File: src/rtl/ascii_sched_pkg.sv
// Shared types and constants for the ascii_case_sched scheduler and its converter.
package ascii_sched_pkg;

  typedef enum logic [1:0] {
    IDLE,
    CONV,
    HOLD
  } state_e;

  localparam logic [7:0]  ASCII_LC_LO = 8'h61;
  localparam logic [7:0]  ASCII_LC_HI = 8'h7A;
  localparam int unsigned CASE_BIT    = 5;

endpackage

File: src/rtl/ascii_case_sched_case_conv.sv
// Combinational ASCII lower-to-upper converter; bytes outside 'a'..'z' pass through.
module case_conv
  import ascii_sched_pkg::*;
(
  input  logic [7:0] data_i,
  output logic [7:0] data_o,
  output logic       changed_o
);

  always_comb begin
    changed_o = (data_i >= ASCII_LC_LO) && (data_i <= ASCII_LC_HI);
    data_o    = data_i;
    if (changed_o) begin
      data_o[CASE_BIT] = 1'b0;
    end
  end

endmodule

File: src/rtl/ascii_case_sched.sv
// Round-robin two-requester scheduler sharing one case_conv, valid/ready output.
// Optional per-requester changed-byte counters: define ASCII_CASE_SCHED_STATS_EN.
module ascii_case_sched
  import ascii_sched_pkg::*;
#(
  parameter int unsigned CNT_W = 16
) (
  input  logic             clk,
  input  logic             rst_n,
  input  logic [1:0]       req_valid,
  output logic [1:0]       req_ready,
  input  logic [7:0]       req_data0,
  input  logic [7:0]       req_data1,
  output logic             out_valid,
  input  logic             out_ready,
  output logic [7:0]       out_data,
  output logic             out_src,
  output logic             out_changed,
  output logic             busy
`ifdef ASCII_CASE_SCHED_STATS_EN
  ,
  input  logic             stats_clr,
  output logic [CNT_W-1:0] cnt0,
  output logic [CNT_W-1:0] cnt1
`endif
);

  state_e     state_q;
  logic       prio_q;
  logic [7:0] cap_data_q;
  logic       cap_src_q;
  logic       out_valid_q;
  logic [7:0] out_data_q;
  logic       out_src_q;
  logic       out_changed_q;

  logic       win;
  logic       xfer;
  logic [7:0] conv_data;
  logic       conv_changed;

  // A lone valid requester wins outright; prio only breaks ties.
  always_comb begin
    win       = (req_valid == 2'b11) ? prio_q : req_valid[1];
    req_ready = '0;
    if (rst_n && (state_q == IDLE) && (|req_valid)) begin
      req_ready = win ? 2'b10 : 2'b01;
    end
    xfer = |req_ready;
  end

  case_conv u_conv (
    .data_i    (cap_data_q),
    .data_o    (conv_data),
    .changed_o (conv_changed)
  );

  always_ff @(posedge clk or negedge rst_n) begin
    if (!rst_n) begin
      state_q       <= IDLE;
      prio_q        <= 1'b0;
      cap_data_q    <= '0;
      cap_src_q     <= 1'b0;
      out_valid_q   <= 1'b0;
      out_data_q    <= '0;
      out_src_q     <= 1'b0;
      out_changed_q <= 1'b0;
    end else begin
      case (state_q)
        IDLE: begin
          if (xfer) begin
            cap_data_q <= win ? req_data1 : req_data0;
            cap_src_q  <= win;
            prio_q     <= ~win;
            state_q    <= CONV;
          end
        end
        CONV: begin
          out_data_q    <= conv_data;
          out_changed_q <= conv_changed;
          out_src_q     <= cap_src_q;
          out_valid_q   <= 1'b1;
          state_q       <= HOLD;
        end
        HOLD: begin
          if (out_ready) begin
            out_valid_q <= 1'b0;
            state_q     <= IDLE;
          end
        end
        default: state_q <= IDLE;
      endcase
    end
  end

  assign out_valid   = out_valid_q;
  assign out_data    = out_data_q;
  assign out_src     = out_src_q;
  assign out_changed = out_changed_q;
  assign busy        = (state_q != IDLE);

`ifdef ASCII_CASE_SCHED_STATS_EN
  logic [CNT_W-1:0] cnt0_q;
  logic [CNT_W-1:0] cnt1_q;

  // Clear wins over a same-cycle increment; counters stick at all-ones.
  always_ff @(posedge clk or negedge rst_n) begin
    if (!rst_n) begin
      cnt0_q <= '0;
      cnt1_q <= '0;
    end else if (stats_clr) begin
      cnt0_q <= '0;
      cnt1_q <= '0;
    end else if ((state_q == CONV) && conv_changed) begin
      if (cap_src_q) begin
        if (cnt1_q != '1) cnt1_q <= cnt1_q + CNT_W'(1);
      end else begin
        if (cnt0_q != '1) cnt0_q <= cnt0_q + CNT_W'(1);
      end
    end
  end

  assign cnt0 = cnt0_q;
  assign cnt1 = cnt1_q;
`endif

endmodule
File: config.mk
export PLATFORM = sky130hd
export DESIGN_NAME = ascii_case_sched
export DESIGN_NICKNAME = d
export VERILOG_FILES = /design/src/rtl/ascii_sched_pkg.sv /design/src/rtl/ascii_case_sched_case_conv.sv /design/src/rtl/ascii_case_sched.sv
export SDC_FILE = /design/constraint.sdc
export NUM_CORES = 1
export LEC_CHECK = 0
export CORE_UTILIZATION = 30
export DETAILED_ROUTE_END_ITERATION = 10
export DONT_BUFFER_PORTS = 1
export GPL_TIMING_DRIVEN = 0
export PLACE_DENSITY = 0.42
export SYNTH_ARGS = -nofsm -noshare
export SYNTH_HDL_FRONTEND = slang
export SYNTH_SLANG_ARGS = --single-unit
File: constraint.sdc
create_clock -name clk -period 1.5 [get_ports clk]
set_input_delay 0.225 -clock clk [delete_from_list [all_inputs] [get_ports clk]]
set_output_delay 0.225 -clock clk [all_outputs]
set_load 0.005 [all_outputs]
==> images/placement.png <==
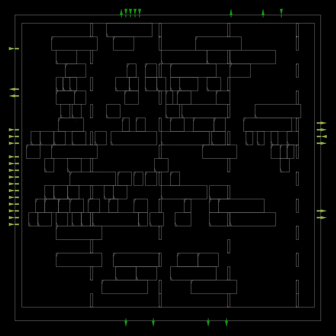
Tap Cells: 46
Flops: 23
flop share of the area: 47.3%
Row Count: 21

==> images/layer_met2.png <==
Scale: 6 px per um.
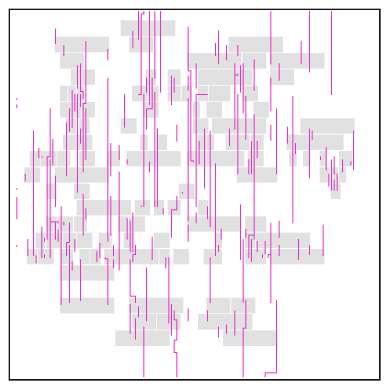
The longest straight run is 27.2 um. The layer holds 43% of the routed length. 98 nets have wire on it.
met2 usage: 21.2%
final wirelength: 2330 um

==> results.txt <==
impl run done, here's what came out: status complete, no violations, R2R Path End out_changed, vias in the first global route 759, final setup violation count 0, min-delay worst type in2reg, fillers 387, max-cap viol count 0, CP required between 1500 and 2000 ps, count of tool warnings 27, main flop type dfrtp_1, Post-Syn Instances around 97, final setup skew about 4 ps, global-route wire length before repair approximately 3800 um, H-tree depth 1, max_slew headroom between 20% and 30%, drt wl/cell 15.2 um, Top Ports 35, fmax around 0.68 GHz, Least-Margin Pin Slew around 1100 ps, Post-synth seq share between 50% and 60%, CP max stage delay 530 ps, Total Neg Setup Slack 0 ps, GP Congestion about 0.78, Initial DRC Count 18, Flop area around 580 um2, CTS Root Cell clkbuf_4, critical path, cell by cell or4_1, o22a_1, a32o_1, CP Max Fanout 4, yosys stat cell total ~97, Hold Crit Endpoint state_q[1], CTS clk-pin slew, worst paths 120 ps, clock latency on the worst-skew pair approximately 300 ps, Final nets 129, grt ovf 0, clk sinks 23, Final Core Density 36.3%, Comb area between 400 and 500 um2, arrival time worst endpoint between 1500 and 2000 ps, peak supply drop 0.533 mV, post-synth area from yosys stat roughly 0.0011 mm2, Async SR Flop Fraction 100%, layout cells sized above 1 between 20% and 30%, GR Util All Layers between 10% and 20%, Vias per Instance 5.03, Max Transition Viols Final 0, via count just under 800, syn_area_per_cell approximately 11 um2, kind of critical path reg2reg, Critical Path End Type flip-flop, area delta synth->final 15.0%, Inserted Clock Buffers 3, Synth warnings 0, DRC Markers 0, hold_sp out_ready, crit path time final ~1500 ps, CP max stage cell or4_1, Final Hold Fails 0, synthesized area between 0.001 and 0.0015 mm2, Die ar. ~0.0038 mm2, final worst-path cycle share 98.7%, Synth flops 23, Pleak 0.498 nW, Worst Setup Start Kind flip-flop, CTS tree done, drt first pass iters 4, Distinct lib cells used 25, Cell Pwr Density between 1500 and 2000 mW/mm2, # diodes 0, reg-to-reg startpoint cap_data_q[3], hold depth 3, post-route ant nets 0, Top delay family on crit path simple AND/OR/NAND/NOR gates, CORE AREA approximately 0.0034 mm2, RSZ-0062 raised after global routing yes, initial antenna violation count 0, FP Core Util about a third, FF-to-FF setup slack around 19 ps, Mapped Nets 118, R2R cell count 3, WP buf/inv 0, clock buffer depth 2, largest net degree at the start of global routing 24, number of enable flip-flop cells 0
==> images/io_placement.png <==
Scale: 8 px per um. Pins as bars across the die edge, other pins in grey.
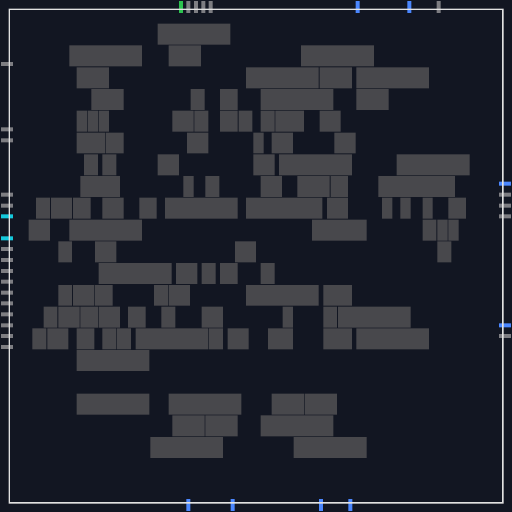
Cyan shows req_valid, pins 2, direction input, edge left. Green shows out_src, pins 1, direction output, edge top. Blue shows out_data, pins 8, direction output, edge 4 bottom, 2 right, 2 top.
All pins by edge: 17 left, 8 top, 6 right, 4 bottom.
# port buffers: 0
DIE WIDTH: 61.5 um
Die Ht: 61.5 um

## cell usage after synthesis, drive strengths merged (2+ instances only)
cell type	count	area (um2)
dfrtp	23	576
a21oi	13	65.1
mux2	9	101
o21ai	9	45.0
a31oi	8	50.1
nand3b	8	60.1
buf	4	31.3
nand2	4	17.5
nor2	4	15.0
inv	3	11.3
nor3b	2	20.0
or2	2	12.5
## cell families after synthesis
group | after synthesis | share of synthesized area, %
muxes | 10 | 10.5
and+or+nand+nor | 24 | 14.1
buffers and inverters | 8 | 4.36
DFF | 23 | 54.2
AOI/OAI and AO/OA | 32 | 16.8
## through the flow
step	worst slack (ps)	area (um2)	power [mW]	instances	hold slack (ps)
finish	19.4	1220	2.05	153	55.5
global route	-62.9	1220	2.24	153	47.3
CTS	2.85	1200	2.05	151	51.1
detailed placement	-197	1120	1.70	143	-70.1
global placement	-196	1120	1.68	143	-70.0
floorplan	24.4	1060	1.54	97	-70.6
## worst min-delay path: stages
cell     delay [ps]
nor2_1           20
nand2_1          50
nand2_1          50
## power breakdown
group	internal (mW)	switching (mW)	leakage, nW
combinational	0.356	0.277	0.221
clock	0.104	0.180	0.0150
sequential	0.903	0.233	0.262
total	1.36	0.690	0.498
## worst max path at each step
stage | startpoint | end | cells after the start
CTS | state_q[1] | req_ready[1] | 3
floorplan | state_q[1] | cap_src_q | 4
finish | cap_data_q[3] | out_changed | 3
global placement | state_q[1] | cap_src_q | 4
detailed placement | state_q[1] | cap_src_q | 4
global route | state_q[1] | req_ready[0] | 3
## layout make-up
cell class | count | area share (%)
multi-input combinational | 66 | 37.6
tap | 46 | 4.71
buffer | 5 | 3.38
inverter | 3 | 0.922
clock buffer | 4 | 2.15
timing repair buffer | 6 | 3.89
sequential | 23 | 47.3
## sequential cells by signal, summed over array words and instances (netlist names)
| signal | cells |
|---|---|
| prio_q | 1 |
| out_changed | 1 |
| out_valid | 1 |
| cap_data_q | 8 |
| cap_src_q | 1 |
| out_src | 1 |
| out_data | 8 |
| state_q | 2 |
## layout by cell type (no fill, tap or decap), types with 2 or more instances in the layout
master and count:
clkbuf_4 5, buf_4 7, dfrtp_2 2, dfrtp_1 21
nand2_1 3, mux2_2 9, nand3b_1 8, nor2_1 4
a31oi_1 8, o21ai_0 9, inv_1 3, a21oi_1 13
## metal layers
layer,vias to the layer above,share of wire [%],GRT usage [%]
met5,-,0,0
met4,0,0.99,5.71
met3,2,8.2,4.83
met2,25,43,21.2
met1,367,48,19.4
li1,375,-,-
## what timing repair did
item | CTS | global route
pin swaps | 1 | 3
setup endpoints to repair | 13 | 7
setup buffers | 3 | 2
endpoints found under the hold margin | 23 | 0
resized | 7 | 2
hold buffers | 1 | 0
Power figures rest on the tool's default switching activity, not on a simulated workload.
